[src/rtl/ahci_hba_reg_arbiter_pkg.sv]
// -----------------------------------------------------------------------------
// ahci_pkg
// Shared definitions for the AHCI HBA register-port arbiter:
//   - requester index constants (control FSM, FIS receive, FIS transmit)
//   - fixed read latency of the HBA register memory
//   - register-port access record driven onto the memory port
// -----------------------------------------------------------------------------
package ahci_pkg;

    localparam int REQ_CTL = 0;
    localparam int REQ_RX  = 1;
    localparam int REQ_TX  = 2;

    // Cycles from hba_re[0] to valid hba_dout.
    localparam int HBA_READ_LATENCY = 2;

    // Default register memory address width.
    localparam int HBA_ADDRESS_BITS = 10;

    // One access as registered onto the HBA register port.
    typedef struct packed {
        logic [HBA_ADDRESS_BITS-1:0] addr;
        logic                        we;
        logic [31:0]                 wdata;
    } hba_access_t;

endpackage

[src/rtl/ahci_hba_reg_arbiter_if.sv]
// -----------------------------------------------------------------------------
// ahci_hba_reg_arbiter_if
// Bundles the requester-side handshake and the HBA register memory port.
//   slave  : seen by the arbiter (takes requests and hba_dout, drives grants,
//            read returns and the memory port)
//   master : seen by the requesters / memory model (the mirror image)
// Signals:
//   req/req_we/req_lock   per-requester request, direction and lock
//   req_addr/req_wdata    packed per-requester address and write data
//   gnt/rvalid/rdata      one-hot grant, one-hot read valid, shared read data
//   hba_addr/hba_we/hba_re/hba_din/hba_dout   register memory port
// -----------------------------------------------------------------------------
interface ahci_hba_reg_arbiter_if #(
    parameter int ADDRESS_BITS = ahci_pkg::HBA_ADDRESS_BITS,
    parameter int NREQ         = 3
);
    logic [NREQ-1:0]              req;
    logic [NREQ-1:0]              req_we;
    logic [NREQ-1:0]              req_lock;
    logic [NREQ*ADDRESS_BITS-1:0] req_addr;
    logic [NREQ*32-1:0]           req_wdata;
    logic [NREQ-1:0]              gnt;
    logic [NREQ-1:0]              rvalid;
    logic [31:0]                  rdata;

    logic [ADDRESS_BITS-1:0]      hba_addr;
    logic                         hba_we;
    logic [1:0]                   hba_re;
    logic [31:0]                  hba_din;
    logic [31:0]                  hba_dout;

    modport slave (
        input  req, req_we, req_lock, req_addr, req_wdata, hba_dout,
        output gnt, rvalid, rdata, hba_addr, hba_we, hba_re, hba_din
    );

    modport master (
        output req, req_we, req_lock, req_addr, req_wdata, hba_dout,
        input  gnt, rvalid, rdata, hba_addr, hba_we, hba_re, hba_din
    );

endinterface

[src/rtl/ahci_hba_reg_arbiter_prio.sv]
// -----------------------------------------------------------------------------
// ahci_arb_prio
// Combinational NREQ-way one-hot selector. The search starts at the index
// after ptr_i and wraps modulo NREQ; the first requester found wins.
// Pinning ptr_i to NREQ-1 turns it into a lowest-index-wins fixed priority.
// Ports:
//   req_i  NREQ   request vector
//   ptr_i  IDX_W  last granted index (search starts at ptr_i+1)
//   gnt_o  NREQ   one-hot grant, zero when nothing is requested
// -----------------------------------------------------------------------------
module ahci_arb_prio #(
    parameter int NREQ  = 3,
    parameter int IDX_W = (NREQ > 1) ? $clog2(NREQ) : 1
) (
    input  logic [NREQ-1:0]  req_i,
    input  logic [IDX_W-1:0] ptr_i,
    output logic [NREQ-1:0]  gnt_o
);

    logic             found;
    logic [IDX_W-1:0] idx;

    always_comb begin
        // NOTE: every variable gets a default before the loop so no path leaves
        // it unassigned, which would otherwise infer a latch.
        gnt_o = '0;
        found = 1'b0;
        idx   = '0;
        for (int k = 1; k <= NREQ; k++) begin
            idx = IDX_W'((int'(ptr_i) + k) % NREQ);
            if (!found && req_i[idx]) begin
                gnt_o[idx] = 1'b1;
                found      = 1'b1;
            end
        end
    end

endmodule

[src/rtl/ahci_hba_reg_arbiter.sv]
// -----------------------------------------------------------------------------
// ahci_hba_reg_arbiter
// Shares the single HBA register memory port between NREQ requesters
// (0 = control FSM, 1 = FIS receive, 2 = FIS transmit). One access is granted
// per cycle, registered onto the port the next cycle, and read data is routed
// back to its requester READ_LATENCY+1 cycles after acceptance. A grant with
// req_lock set keeps the requester as owner until it is granted without lock
// or stops requesting.
// Build option: AHCI_REG_ARB_RR_EN selects round-robin priority; without it
// the lowest requester index wins.
// Ports:
//   mclk     clock for the port and all requesters
//   hba_rst  asynchronous active-high reset
//   bus      ahci_hba_reg_arbiter_if.slave (requests, grants, read return,
//            HBA register port)
// -----------------------------------------------------------------------------
module ahci_hba_reg_arbiter
    import ahci_pkg::*;
#(
    parameter int ADDRESS_BITS = HBA_ADDRESS_BITS,
    parameter int NREQ         = 3,
    parameter int READ_LATENCY = HBA_READ_LATENCY
) (
    input  logic                         mclk,
    input  logic                         hba_rst,
    ahci_hba_reg_arbiter_if.slave        bus
);

    localparam int IDX_W  = (NREQ > 1) ? $clog2(NREQ) : 1;
    // Stage 0 lines up with hba_re[0], stage READ_LATENCY with valid hba_dout.
    localparam int STAGES = READ_LATENCY + 1;

    typedef struct packed {
        logic             valid;
        logic [IDX_W-1:0] idx;
    } rd_tag_t;

    logic              owner_vld_q, owner_vld_d;
    logic [IDX_W-1:0]  owner_q, owner_d;
    logic [IDX_W-1:0]  arb_ptr;
    logic [NREQ-1:0]   arb_gnt;
    logic [NREQ-1:0]   gnt;
    logic              lock_hit;
    logic              accept;
    logic [IDX_W-1:0]  gnt_idx;
    logic [ADDRESS_BITS-1:0] addr_sel;
    logic [31:0]       wdata_sel;
    hba_access_t       port_q, port_d;
    rd_tag_t           tag_d;
    rd_tag_t           tag_q [STAGES];

    // ------------------------------------------------------------------ grant
    // The owner keeps the port only while it is still requesting; otherwise
    // everybody competes in the same cycle, so a lock release costs no bubble.
    assign lock_hit = owner_vld_q & bus.req[owner_q];

    ahci_arb_prio #(
        .NREQ  (NREQ),
        .IDX_W (IDX_W)
    ) u_prio (
        .req_i (bus.req),
        .ptr_i (arb_ptr),
        .gnt_o (arb_gnt)
    );

    always_comb begin
        gnt = arb_gnt;
        if (lock_hit) begin
            gnt          = '0;
            gnt[owner_q] = 1'b1;
        end
    end

    assign accept  = |gnt;
    assign bus.gnt = gnt;

    always_comb begin
        gnt_idx = '0;
        for (int i = 0; i < NREQ; i++) begin
            if (gnt[i]) gnt_idx = IDX_W'(i);
        end
    end

    assign addr_sel  = bus.req_addr[gnt_idx*ADDRESS_BITS +: ADDRESS_BITS];
    assign wdata_sel = bus.req_wdata[gnt_idx*32 +: 32];

`ifdef AHCI_REG_ARB_RR_EN
    logic [IDX_W-1:0] ptr_q, ptr_d;

    // Grants won through the lock do not move the pointer, so a locked
    // sequence counts as a single turn.
    always_comb begin
        ptr_d = ptr_q;
        if (accept && !lock_hit) ptr_d = gnt_idx;
    end

    always_ff @(posedge mclk or posedge hba_rst) begin
        if (hba_rst) ptr_q <= IDX_W'(NREQ - 1);
        else         ptr_q <= ptr_d;
    end

    assign arb_ptr = ptr_q;
`else
    // Search always starts at index 0: lowest index wins.
    assign arb_ptr = IDX_W'(NREQ - 1);
`endif

    // ----------------------------------------------------------- next state
    always_comb begin
        owner_vld_d = owner_vld_q;
        owner_d     = owner_q;
        if (accept) begin
            owner_vld_d = bus.req_lock[gnt_idx];
            owner_d     = gnt_idx;
        end else begin
            // Nobody, including the owner, is requesting: the lock lapses.
            owner_vld_d = 1'b0;
        end
    end

    always_comb begin
        port_d    = port_q;
        port_d.we = 1'b0;
        if (accept) begin
            port_d.addr  = addr_sel;
            port_d.we    = bus.req_we[gnt_idx];
            port_d.wdata = wdata_sel;
        end
    end

    always_comb begin
        tag_d.valid = accept & ~bus.req_we[gnt_idx];
        tag_d.idx   = gnt_idx;
    end

    // -------------------------------------------------------------- registers
    // NOTE: state registers use non-blocking assignments so every flop samples
    // the pre-edge values regardless of statement order.
    always_ff @(posedge mclk or posedge hba_rst) begin
        if (hba_rst) begin
            owner_vld_q <= 1'b0;
            owner_q     <= '0;
            port_q      <= '0;
            // NOTE: the tag array is a short pipeline, not storage, so it is
            // reset; that is what drops in-flight reads on reset.
            for (int s = 0; s < STAGES; s++) tag_q[s] <= '0;
        end else begin
            owner_vld_q <= owner_vld_d;
            owner_q     <= owner_d;
            port_q      <= port_d;
            tag_q[0]    <= tag_d;
            for (int s = 1; s < STAGES; s++) tag_q[s] <= tag_q[s-1];
        end
    end

    // ----------------------------------------------------------------- outputs
    assign bus.hba_addr = port_q.addr;
    assign bus.hba_we   = port_q.we;
    assign bus.hba_din  = port_q.wdata;
    assign bus.hba_re   = {tag_q[READ_LATENCY-1].valid, tag_q[0].valid};
    assign bus.rdata    = bus.hba_dout;

    always_comb begin
        bus.rvalid = '0;
        if (tag_q[READ_LATENCY].valid) bus.rvalid[tag_q[READ_LATENCY].idx] = 1'b1;
    end

endmodule

[src/flat_wrapper.sv]
// flat-port wrapper written by rule: the top's interface ports become plain ports
module ahci_hba_reg_arbiter_flat import ahci_pkg::*;
#(
    parameter int ADDRESS_BITS = HBA_ADDRESS_BITS,
    parameter int NREQ         = 3,
    parameter int READ_LATENCY = HBA_READ_LATENCY
)
  (mclk, hba_rst, bus_req, bus_req_we, bus_req_lock, bus_req_addr, bus_req_wdata, bus_hba_dout, bus_gnt, bus_rvalid, bus_rdata, bus_hba_addr, bus_hba_we, bus_hba_re, bus_hba_din);
  ahci_hba_reg_arbiter_if #(.ADDRESS_BITS(ADDRESS_BITS), .NREQ(NREQ)) bus_i ();
  input  logic mclk;
  input  logic hba_rst;
  input wire logic [$bits(bus_i.req)-1:0] bus_req;
  input wire logic [$bits(bus_i.req_we)-1:0] bus_req_we;
  input wire logic [$bits(bus_i.req_lock)-1:0] bus_req_lock;
  input wire logic [$bits(bus_i.req_addr)-1:0] bus_req_addr;
  input wire logic [$bits(bus_i.req_wdata)-1:0] bus_req_wdata;
  input wire logic [$bits(bus_i.hba_dout)-1:0] bus_hba_dout;
  output wire logic [$bits(bus_i.gnt)-1:0] bus_gnt;
  output wire logic [$bits(bus_i.rvalid)-1:0] bus_rvalid;
  output wire logic [$bits(bus_i.rdata)-1:0] bus_rdata;
  output wire logic [$bits(bus_i.hba_addr)-1:0] bus_hba_addr;
  output wire logic [$bits(bus_i.hba_we)-1:0] bus_hba_we;
  output wire logic [$bits(bus_i.hba_re)-1:0] bus_hba_re;
  output wire logic [$bits(bus_i.hba_din)-1:0] bus_hba_din;
  assign bus_i.req = bus_req;
  assign bus_i.req_we = bus_req_we;
  assign bus_i.req_lock = bus_req_lock;
  assign bus_i.req_addr = bus_req_addr;
  assign bus_i.req_wdata = bus_req_wdata;
  assign bus_i.hba_dout = bus_hba_dout;
  assign bus_gnt = bus_i.gnt;
  assign bus_rvalid = bus_i.rvalid;
  assign bus_rdata = bus_i.rdata;
  assign bus_hba_addr = bus_i.hba_addr;
  assign bus_hba_we = bus_i.hba_we;
  assign bus_hba_re = bus_i.hba_re;
  assign bus_hba_din = bus_i.hba_din;
  ahci_hba_reg_arbiter #(.ADDRESS_BITS(ADDRESS_BITS), .NREQ(NREQ), .READ_LATENCY(READ_LATENCY)) u_core (.mclk(mclk), .hba_rst(hba_rst), .bus(bus_i));
endmodule
[config.mk]
export PLATFORM = sky130hd
export DESIGN_NAME = ahci_hba_reg_arbiter_flat
export DESIGN_NICKNAME = d
export VERILOG_FILES = /design/src/rtl/ahci_hba_reg_arbiter_pkg.sv /design/src/rtl/ahci_hba_reg_arbiter_if.sv /design/src/rtl/ahci_hba_reg_arbiter_prio.sv /design/src/rtl/ahci_hba_reg_arbiter.sv /design/src/flat_wrapper.sv
export SDC_FILE = /design/constraint.sdc
export NUM_CORES = 1
export LEC_CHECK = 0
export CAP_MARGIN = 20
export CORE_AREA = 2 2 97 99
export DETAILED_ROUTE_END_ITERATION = 10
export DIE_AREA = 0 0 99 101
export PLACE_DENSITY = 0.8
export SKIP_LAST_GASP = 1
export SYNTH_ARGS = -nofsm -noshare
export SYNTH_HDL_FRONTEND = slang
export SYNTH_SLANG_ARGS = --single-unit
[constraint.sdc]
create_clock -name mclk -period 2 [get_ports mclk]
set_input_delay 0.3 -clock mclk [delete_from_list [all_inputs] [get_ports mclk]]
set_output_delay 0.3 -clock mclk [all_outputs]
set_load 0.02 [all_outputs]
final_congestion.png
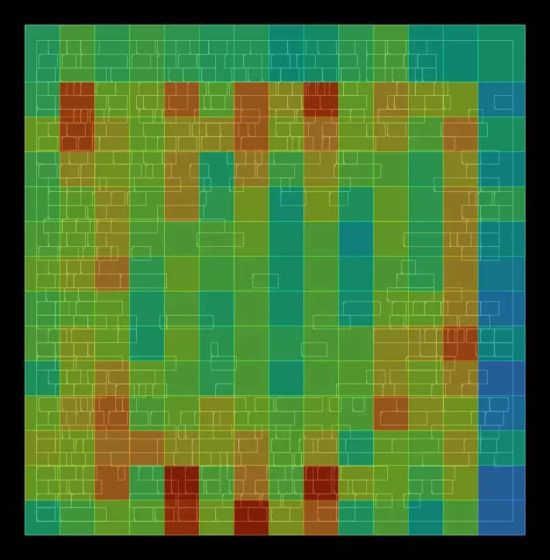
Util after Layout: 51.3%
routing usage on met1: 20.1%
busiest grt layer: met2

gate_families.png
Scale: 4 px per um.
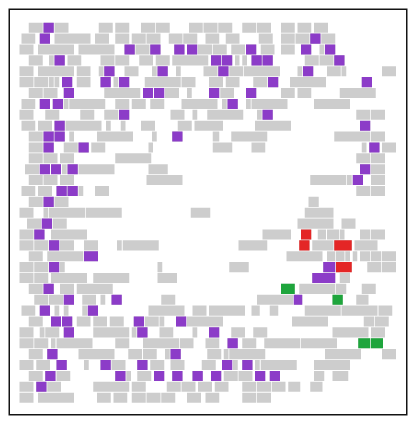
inverting AOI/OAI gates: marked purple, cells 88, most used a22oi_1, where widely spread. AND-OR and OR-AND gates: marked red, cells 4, most used a21o_1, where east. AND and OR gates: marked green, cells 4, most used and3b_1, where south-east.

==> results.json <==
{
  "ys_chip_area_um2": 2710,
  "crit_path_end_kind": "primary output",
  "nFlopsAndLatches": 55,
  "ys_seq_share_pct": 50.8,
  "dpl-instance-area_um2": 4530,
  "logic_family": "AND-OR/OR-AND gates",
  "fp.dieH_um": 101,
  "setup_ws_ps": 43.3,
  "fp_nets": 429,
  "max_slew_margin_pct": 66.4,
  "cap_violations": 0,
  "grt_pass1_vias": 2787,
  "numSynthFlops": 55,
  "final_hold_viol_count": 0,
  "gr-total-overflow": 0,
  "seq_area_um2": 1380,
  "initial_utilization_pct": 30.2,
  "sh_comb_area_pct": 21.4,
  "layout-drive-gt1-share_pct": 5.80,
  "inverters": 4,
  "grt_antenna_before_repair": 0,
  "status": "completed",
  "met2_usage_pct": 28.4,
  "log.warning_count": 27,
  "clock_latency_ps": 300,
  "crit_required_ps": 1700,
  "synth_cell_type_count": 24,
  "avgSynthCellArea_um2": 10.4,
  "numCtsBuffers": 5,
  "xor_area_share_pct": 0,
  "holdWs_ps": 355,
  "mostFrequentLayoutCell": "clkdlybuf4s50_1",
  "wl_per_cell_um": 16.5,
  "area_dominant_class": "non-clock buffers",
  "final_cell_mix": "184 x clkdlybuf4s50_1, 84 x a22oi_1, 55 x dfrtp_1",
  "post-place-cells": 517,
  "yosys.area_share.aoi_pct": 25.9,
  "fin_total_pwr_uw": 2900,
  "grt_first_pass_wirelength_um": 13400,
  "ys_sh_adder_pct": 0,
  "clock_skew_ps": 7.57,
  "syn-cell-area_um2": 2710,
  "ys_cells": 260,
  "first_iter_violations": 99,
  "drt-total-wl_um": 8690,
  "ant_nets": 0
}
cell_classes.png
Scale: 4 px per um. Fill, decap, tap and diode cells in gray.
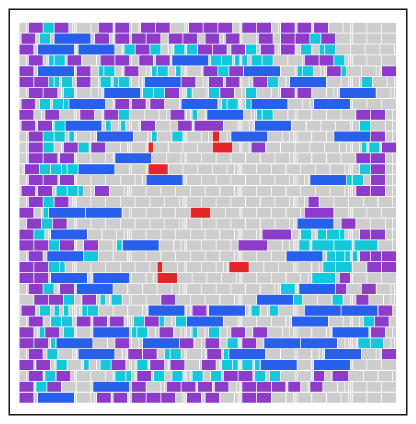
all other logic: marked cyan, cells 152, share of their area 22%. clock drivers and dummy loads: marked red, cells 8, share of their area 1.8%. other buffers and delay cells: marked purple, cells 199, share of their area 45%. flip-flops: marked blue, cells 55, share of their area 31%.
Core ar.: 8980 um^2
fin area: 4610 um^2
Seq area share: 29.9%

==> where the power goes <==
part	total [uW]	switching, uW	internal [uW]
clock network	590	343	247
logic	993	430	563
registers	1310	73.4	1240
total	2900	847	2050
==> worst paths after layout <==
path | from | end | slack, ps | cells past startpoint
setup / recovery | bus_req[2] | bus_gnt[0] | 40 | 4
hold / removal | hba_rst | u_core.bus.hba_din[12]$_DFFE_PP0P_ | 350 | 3
setup reg to reg | u_core.owner_q[0]$_DFFE_PP0P_ | u_core.owner_vld_q$_DFF_PP0_ | 240 | 5
hold reg to reg | u_core.tag_q[4]$_DFF_PP0_ | u_core.tag_q[1]$_DFF_PP0_ | 350 | 0
max in group asynchronous | hba_rst | u_core.bus.hba_din[24]$_DFFE_PP0P_ | 1360 | 3
min in group mclk | u_core.tag_q[4]$_DFF_PP0_ | u_core.tag_q[1]$_DFF_PP0_ | 350 | 0
==> cell usage after synthesis <==
cell type,n,area (um^2)
buf_4,35,263
nor2_1,1,3.75
nand2b_1,4,25.0
dfrtp_1,55,1380
o2111a_1,2,22.5
nor2b_1,1,6.26
a31oi_1,1,6.26
a222oi_1,1,10.0
nand4b_1,1,8.76
nor3_2,1,10.0
a21o_1,2,15.0
and4b_1,1,10.0
inv_1,4,15.0
a22oi_1,84,631
and3b_1,2,17.5
o2111ai_1,1,8.76
buf_6,1,11.3
nor3b_1,1,7.51
and3_1,1,6.26
o21ai_2,1,8.76
nand2_1,42,158
nand4b_2,1,15.0
clkbuf_1,8,30.0
buf_2,9,45.0
==> what timing repair did <==
item | in CTS | in global routing
setup endpoints to repair | 3 | 1
gates cloned | 0 | 0
resized | 3 | 1
pin swaps | 0 | 1
hold buffers | 0 | 0
No activity file was given, so power comes from the tool's default toggle rates.
